<file path="src/rtl/alu_divider_u_if.sv">
// Operand/result and start/busy/done handshake bundle for the alu_divider_u divider.
interface alu_divider_u_if #(
  parameter int DIVW = 32
);
  logic            div_start;
  logic [DIVW-1:0] div_a;
  logic [DIVW-1:0] div_b;
  logic            div_signed;
  logic [DIVW-1:0] quot;
  logic [DIVW-1:0] rem;
  logic            div_busy;
  logic            div_done;
  logic            div_by_zero;

  modport master (
    output div_start, div_a, div_b, div_signed,
    input  quot, rem, div_busy, div_done, div_by_zero
  );

  modport slave (
    input  div_start, div_a, div_b, div_signed,
    output quot, rem, div_busy, div_done, div_by_zero
  );
endinterface

</file>
<file path="src/rtl/alu_divider_u.sv">
// Iterative restoring divider (one quotient bit per clock) for the ALU DIV/MOD slots.
// Optional signed operation is enabled by defining DIV_SIGNED_EN.
module alu_divider_u #(
  parameter int DIVW = 32
) (
  input logic          clk,
  input logic          rst_n,
  alu_divider_u_if.slave bus
);
  localparam int CW = $clog2(DIVW + 1);

  typedef enum logic [1:0] {IDLE, RUN, DONE} state_t;

  state_t          state, state_nxt;
  logic [DIVW-1:0] dvd_r, dvs_r, rem_r;
  logic [CW-1:0]   cnt_r;
  logic [DIVW-1:0] quot_r, rem_out_r;
  logic            dbz_r;

  logic            accept, b_zero, last;
  logic [DIVW-1:0] a_mag, b_mag;
  logic [DIVW:0]   rem_sh, diff;
  logic            fits;
  logic [DIVW-1:0] rem_nxt, quo_nxt, q_fin, r_fin;

  assign accept = bus.div_start && (state != RUN);
  assign b_zero = (bus.div_b == '0);
  assign last   = (state == RUN) && (cnt_r == CW'(1));

`ifdef DIV_SIGNED_EN
  logic a_neg, b_neg, neg_q_r, neg_r_r;
  assign a_neg = bus.div_signed && bus.div_a[DIVW-1];
  assign b_neg = bus.div_signed && bus.div_b[DIVW-1];
  // Most-negative maps onto itself, which is its correct unsigned magnitude.
  assign a_mag = a_neg ? -bus.div_a : bus.div_a;
  assign b_mag = b_neg ? -bus.div_b : bus.div_b;
  assign q_fin = neg_q_r ? -quo_nxt : quo_nxt;
  assign r_fin = neg_r_r ? -rem_nxt : rem_nxt;

  always_ff @(posedge clk or negedge rst_n) begin
    if (!rst_n) begin
      neg_q_r <= 1'b0;
      neg_r_r <= 1'b0;
    end else if (accept) begin
      neg_q_r <= a_neg ^ b_neg;
      neg_r_r <= a_neg;
    end
  end
`else
  logic unused_signed;
  assign unused_signed = bus.div_signed;
  assign a_mag = bus.div_a;
  assign b_mag = bus.div_b;
  assign q_fin = quo_nxt;
  assign r_fin = rem_nxt;
`endif

  // One restoring step: the extra top bit of the shifted remainder catches the borrow.
  assign rem_sh  = {rem_r, dvd_r[DIVW-1]};
  assign diff    = rem_sh - {1'b0, dvs_r};
  assign fits    = !diff[DIVW];
  assign rem_nxt = fits ? diff[DIVW-1:0] : rem_sh[DIVW-1:0];
  assign quo_nxt = {dvd_r[DIVW-2:0], fits};

  // NOTE: state and datapath registers use non-blocking assignments so every flop samples pre-edge values.
  always_ff @(posedge clk or negedge rst_n) begin
    if (!rst_n) state <= IDLE;
    else        state <= state_nxt;
  end

  // NOTE: every signal assigned in always_comb gets a default first so no latch is inferred.
  always_comb begin
    state_nxt = state;
    unique case (state)
      IDLE, DONE: begin
        if (accept) state_nxt = b_zero ? DONE : RUN;
        else        state_nxt = IDLE;
      end
      RUN:     if (last) state_nxt = DONE;
      default: state_nxt = IDLE;
    endcase
  end

  always_comb begin
    bus.div_busy = 1'b0;
    bus.div_done = 1'b0;
    unique case (state)
      RUN:     bus.div_busy = 1'b1;
      DONE:    bus.div_done = 1'b1;
      default: ;
    endcase
  end

  always_ff @(posedge clk or negedge rst_n) begin
    if (!rst_n) begin
      dvd_r     <= '0;
      dvs_r     <= '0;
      rem_r     <= '0;
      cnt_r     <= '0;
      quot_r    <= '0;
      rem_out_r <= '0;
      dbz_r     <= 1'b0;
    end else if (accept) begin
      dvd_r <= a_mag;
      dvs_r <= b_mag;
      rem_r <= '0;
      cnt_r <= CW'(DIVW);
      if (b_zero) begin
        quot_r    <= '1;
        rem_out_r <= bus.div_a;
        dbz_r     <= 1'b1;
      end
    end else if (state == RUN) begin
      dvd_r <= quo_nxt;
      rem_r <= rem_nxt;
      cnt_r <= cnt_r - CW'(1);
      if (last) begin
        quot_r    <= q_fin;
        rem_out_r <= r_fin;
        dbz_r     <= 1'b0;
      end
    end
  end

  assign bus.quot        = quot_r;
  assign bus.rem         = rem_out_r;
  assign bus.div_by_zero = dbz_r;
endmodule

</file>
<file path="src/flat_wrapper.sv">
// flat-port wrapper written by rule: the top's interface ports become plain ports
module alu_divider_u_flat 
#(
  parameter int DIVW = 32
)
  (clk, rst_n, bus_div_start, bus_div_a, bus_div_b, bus_div_signed, bus_quot, bus_rem, bus_div_busy, bus_div_done, bus_div_by_zero);
  alu_divider_u_if #(.DIVW(DIVW)) bus_i ();
  input logic clk;
  input logic rst_n;
  input wire logic [$bits(bus_i.div_start)-1:0] bus_div_start;
  input wire logic [$bits(bus_i.div_a)-1:0] bus_div_a;
  input wire logic [$bits(bus_i.div_b)-1:0] bus_div_b;
  input wire logic [$bits(bus_i.div_signed)-1:0] bus_div_signed;
  output wire logic [$bits(bus_i.quot)-1:0] bus_quot;
  output wire logic [$bits(bus_i.rem)-1:0] bus_rem;
  output wire logic [$bits(bus_i.div_busy)-1:0] bus_div_busy;
  output wire logic [$bits(bus_i.div_done)-1:0] bus_div_done;
  output wire logic [$bits(bus_i.div_by_zero)-1:0] bus_div_by_zero;
  assign bus_i.div_start = bus_div_start;
  assign bus_i.div_a = bus_div_a;
  assign bus_i.div_b = bus_div_b;
  assign bus_i.div_signed = bus_div_signed;
  assign bus_quot = bus_i.quot;
  assign bus_rem = bus_i.rem;
  assign bus_div_busy = bus_i.div_busy;
  assign bus_div_done = bus_i.div_done;
  assign bus_div_by_zero = bus_i.div_by_zero;
  alu_divider_u #(.DIVW(DIVW)) u_core (.clk(clk), .rst_n(rst_n), .bus(bus_i));
endmodule
</file>
<file path="config.mk">
export PLATFORM = sky130hd
export DESIGN_NAME = alu_divider_u_flat
export DESIGN_NICKNAME = d
export VERILOG_FILES = /design/src/rtl/alu_divider_u_if.sv /design/src/rtl/alu_divider_u.sv /design/src/flat_wrapper.sv
export SDC_FILE = /design/constraint.sdc
export NUM_CORES = 1
export LEC_CHECK = 0
export CAP_MARGIN = 25
export CORE_MARGIN = 2
export CORE_UTILIZATION = 40
export CTS_BUF_LIST = sky130_fd_sc_hd__clkbuf_8
export DETAILED_ROUTE_END_ITERATION = 12
export SYNTH_ARGS = -nofsm -noshare
export SYNTH_HDL_FRONTEND = slang
export SYNTH_SLANG_ARGS = --single-unit
</file>
<file path="constraint.sdc">
create_clock -name clk -period 2.73 [get_ports clk]
set_input_delay 0.4095 -clock clk [delete_from_list [all_inputs] [get_ports clk]]
set_output_delay 0.4095 -clock clk [all_outputs]
set_load 0.01 [all_outputs]
</file>
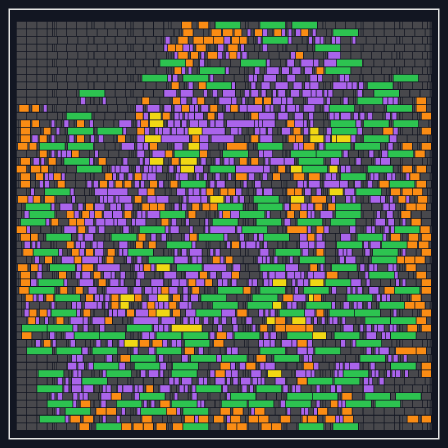
run_1/placement_by_type.png
Fill, decap, tap and diode cells in grey.
| class | colour | cells | share of their area |
|---|---|---|---|
| clock drivers and dummy loads | yellow | 32 | 3.4% |
| other buffers and delay cells | orange | 302 | 22% |
| flops | green | 169 | 35% |
| combinational and other logic | purple | 772 | 39% |

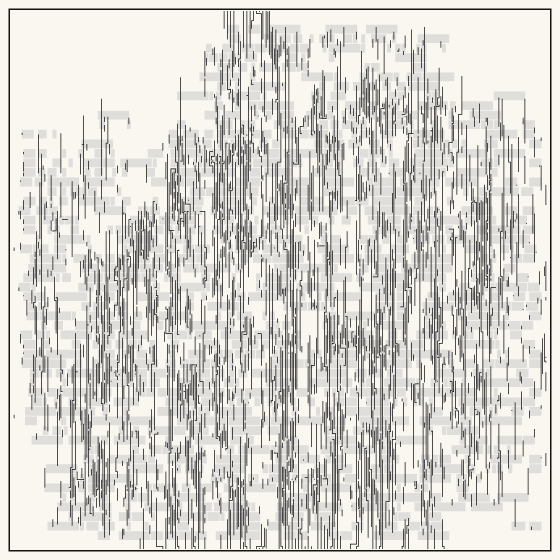
run_1/layer_met2.png
longest straight run: 53.7 um
wire length on this layer: 12,400 um
share of all routed wire: 47%
nets with wire on the layer: 1,122

==> Slide: Implementation Results, run 1 <==
Flow Results at a Glance

Layout
  • Fin cells: 1,555
  • Number of non-clock inverters in the layout: 39
  • Layout fillers: 2,059
  • Sequential cell area share: 0.341
  • Post-Layout Inst Area: 12,400 um2
  • Diode count: 0
  • Top Layout Cells: dfrtp_1 (169), nand2_1 (161), buf_4 (157), o21ai_0 (132), clkdlybuf4s50_1 (131)
  • Buffers, non-clock: 302
  • Area of the multi-input gates: 4590 um2

Routing
  • Vias per cell: 5.29
  • Wire per inst: 16.9 um
  • DRC viols: 0
  • DRT Pass-1 Iters: 5

Yosys
  • Async S/R FF share, synth: 1.00
  • Yosys stat area: 8960 um2
  • Flops & latches, synth: 169
  • Mapped Nets: 1,109
  • Largest cells by area: dfrtp_1 (47%), o21ai_0 (7.4%), nand2_1 (7.0%)
  • Number of enable flip-flop cells: 0
  • Synth Seq Share: 0.472
  • Yosys cell count: 1,006

Timing
  • Worst Clk Skew: 0.0190 ns
  • Setup-failing EPs final: 66
  • Final worst slack: -0.464 ns
  • Post-route minimum period: 3.19 ns

Clock tree
  • CTS tree: built
  • Setup bufs post-CTS: 5

Critical path
  • WP depth: 14
  • Worst path arrival time: 3.56 ns
  • Critical-path cell list: ha_4 -> inv_2 -> fa_2 -> a211oi_2 -> o211ai_1 -> nand3_2 -> a2111oi_4 -> o21a_1 -> o32ai_4 -> xnor2_4 -> buf_4 -> mux2i_2 -> o21ai_1 -> o21a_1
  • CP Capture Type: flop
  • Data required, critical path: 3.09 ns
  • Worst Setup SP: u_core.dvs_r[0]
  • Crit path buffers/inverters: 2

Floorplan
  • CORE AREA: 21,900 um2
  • Core utilization at floorplan: 0.409
  • Rows: 54

Outcome
  • Violated checks: negative setup slack
  • Status: finished, violations left

Global routing
  • GRT overflow: 0
  • Vias in the first global route: 8,029

Placed design
  • I/O Buffers: 133
  • DP Worst Slack: -0.637 ns
  • Dpl cell area: 11,700 um2

Run
  • Tool warnings: 31
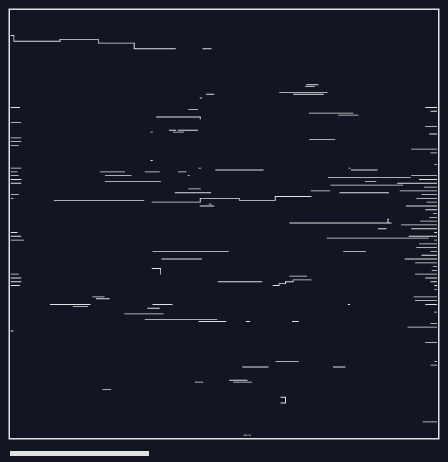
run_1/layer_met3.png
The bar under the picture is 50 um long.
wire length on this layer: 1,050 um
nets with wire on the layer: 116

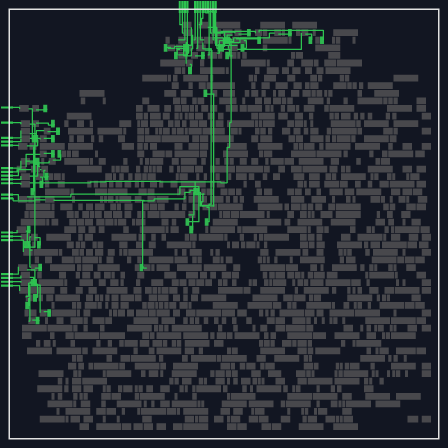
run_1/io_fan.png
| port | colour | bits | direction | edge | end cells | wire |
|---|---|---|---|---|---|---|
| `bus_div_b` | green | 32 | input | 19 left, 13 top | 40 | 1,200 um |

run 1: cell families (layout without fill, tap and decap cells):
family / Yosys count / count (layout) / synth area share
DFF: 169 / 169 / 0.472
and+or+nand+nor: 313 / 313 / 0.156
adders and majority gates: 35 / 35 / 0.0497
muxes: 45 / 45 / 0.0503
xor gates and xnor gates: 28 / 28 / 0.0282
buffers and inverters: 104 / 373 / 0.0461
AOI/OAI and AO/OA: 312 / 312 / 0.198
run 1: per-layer routing:
metal  vias to the layer above  share of wire  global-route usage
met5                         -              0                   0
met4                         0          0.016              0.0599
met3                        27          0.040              0.0299
met2                       196           0.47               0.372
met1                      3958           0.47               0.316
li1                       4044              -                   -
run 1: stage by stage:
| stage | hold WS (ns) |
|---|---|
| 2_1_floorplan | 0.114 |
| 3_3_place_gp | 0.421 |
| 3_5_place_dp | 0.418 |
| 4_1_cts | 0.472 |
| 5_1_grt | 0.492 |
| 6_report | 0.467 |
run 1: sequential cells by signal, summed over array words and instances (netlist names):
signal and flops:
u_core.dvs_r 32, u_core.dvd_r 32, u_core.bus.div_by_zero 1, u_core.cnt_r 6, u_core.bus.rem 32, u_core.rem_r 32
u_core.state 2, u_core.bus.quot 32
run_1/placement.png
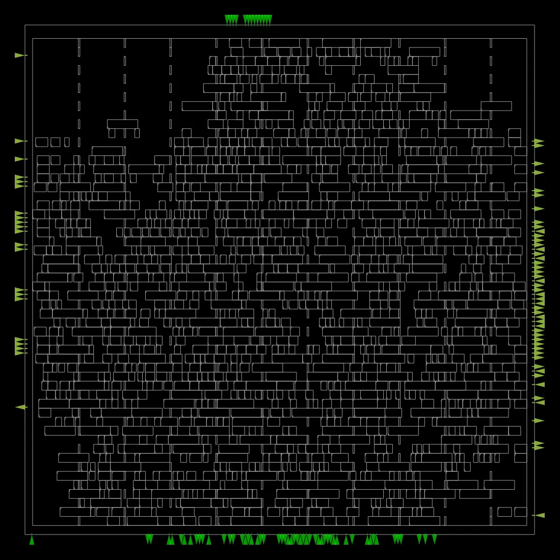

==> run 1 -> run 2 <==
ABC_CLOCK_PERIOD_IN_PS = 2730   (was default)
CAP_MARGIN = 15   (was 25)
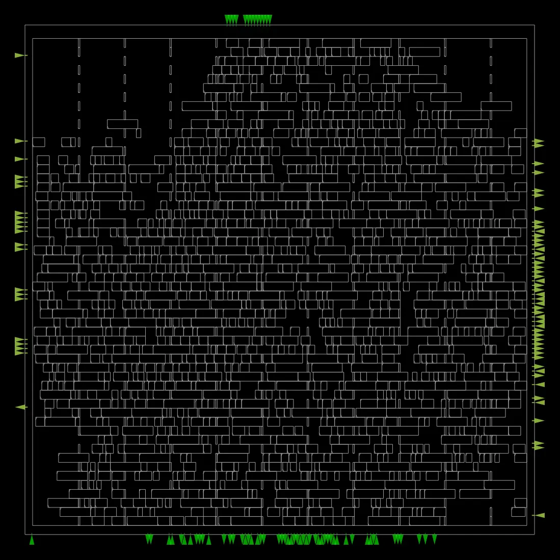
run_2/placement.png
fin util: 0.587
Well Taps: 280

==> Slide: Implementation Results, run 2 <==
Flow Results at a Glance

Yosys
  • Flops & latches, synth: 169
  • Async S/R FF share, synth: 1.00
  • Number of enable flip-flop cells: 0
  • Yosys stat area: 8960 um2
  • Mapped Nets: 1,109
  • Synth Seq Share: 0.472
  • Largest cells by area: dfrtp_1 (47%), o21ai_0 (7.4%), nand2_1 (7.0%)
  • Yosys cell count: 1,006

Timing
  • Worst Clk Skew: 0.0161 ns
  • Final hold slack: 0.454 ns
  • Setup-failing EPs final: 66
  • Post-route minimum period: 3.26 ns
  • Final worst slack: -0.534 ns

Floorplan
  • Rows: 54
  • Core utilization at floorplan: 0.409
  • CORE AREA: 21,900 um2

Global routing
  • Vias in the first global route: 8,140
  • GRT overflow: 0

Layout
  • Post-Layout Inst Area: 12,900 um2
  • Diode count: 0
  • Buffers, non-clock: 322
  • Sequential cell area share: 0.329
  • Area of the multi-input gates: 4810 um2
  • Top Layout Cells: dfrtp_1 (169), buf_4 (168), nand2_1 (155), o21ai_0 (131), clkdlybuf4s50_1 (131)

Routing
  • DRT Pass-1 Iters: 5
  • Vias per cell: 5.27
  • Wire per inst: 17.1 um

Critical path
  • Crit path buffers/inverters: 3
  • CP Capture Type: flop
  • Critical-path cell list: ha_4 -> inv_2 -> fa_2 -> a211oi_2 -> o211ai_1 -> nand3_2 -> a2111oi_4 -> o21a_1 -> o32ai_4 -> xnor2_4 -> buf_12 -> buf_16 -> mux2i_4 -> o21ai_1
  • WP depth: 14
  • Data required, critical path: 3.05 ns
  • Worst path arrival time: 3.58 ns

Outcome
  • Violated checks: negative setup slack
  • Status: finished, violations left

Placed design
  • DP Worst Slack: -0.618 ns
  • I/O Buffers: 133
  • Dpl cell area: 11,700 um2

Run
  • Tool warnings: 31

Clock tree
  • CTS tree: built
  • Clock Tree Root: clkbuf_8
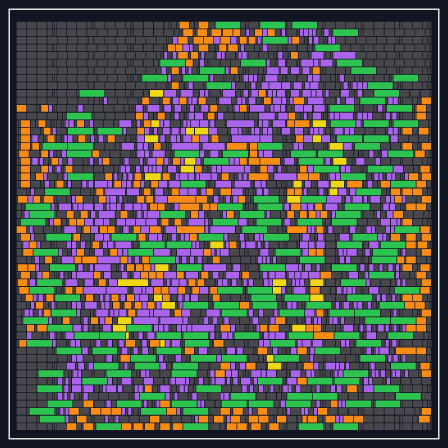
run_2/placement_by_type.png
Fill, decap, tap and diode cells in grey.
| class | colour | cells | share of their area |
|---|---|---|---|
| flops | green | 169 | 34% |
| clock drivers and dummy loads | yellow | 32 | 3.2% |
| combinational and other logic | purple | 772 | 40% |
| other buffers and delay cells | orange | 322 | 23% |

run 2: how the worst max path moves through the flow:
| stage | startpoint | end | slack, ns |
|---|---|---|---|
| global route | u_core.dvd_r[31] | u_core.rem_r[1] | -0.64 |
| finish | u_core.dvs_r[0] | u_core.rem_r[19] | -0.53 |
| global placement | u_core.dvs_r[0] | u_core.bus.rem[19] | -0.55 |
| CTS | u_core.dvs_r[0] | u_core.rem_r[19] | -0.47 |
| detailed placement | u_core.dvs_r[0] | u_core.bus.rem[19] | -0.62 |
| floorplan | u_core.rem_r[0] | u_core.bus.rem[31] | -0.15 |
run 2: stage by stage:
step / TNS (ns) / cells
3_3_place_gp: -34.71 / 1515
5_1_grt: -35.84 / 1575
2_1_floorplan: -2.13 / 1006
3_5_place_dp: -39.09 / 1515
6_report: -28.26 / 1575
4_1_cts: -24.75 / 1569
run 2: logic make-up after synthesis:
group                    synth area share
AND-OR/OR-AND                       0.198
buffers and inverters              0.0461
multiplexers                       0.0503
adder cells (fa/ha/maj)            0.0497
flip-flops                          0.472
XOR/XNOR                           0.0282
AND/OR/NAND/NOR                     0.156
run 2: what timing repair did:
action	CTS	global route
hold buffers	1	0
gates resized	79	35
cloned	3	0
endpoints found under the setup margin	67	66
setup buffers	18	9
pin swaps	15	13
hold endpoints to repair	53	0
run 2: routing by layer:
metal | wire, um | up-vias | GRT usage
li1 | - | 4074 | -
met5 | 0 | - | 0
met1 | 12900 | 4029 | 0.336
met3 | 901 | 28 | 0.0349
met4 | 450 | 0 | 0.0572
met2 | 12700 | 174 | 0.374
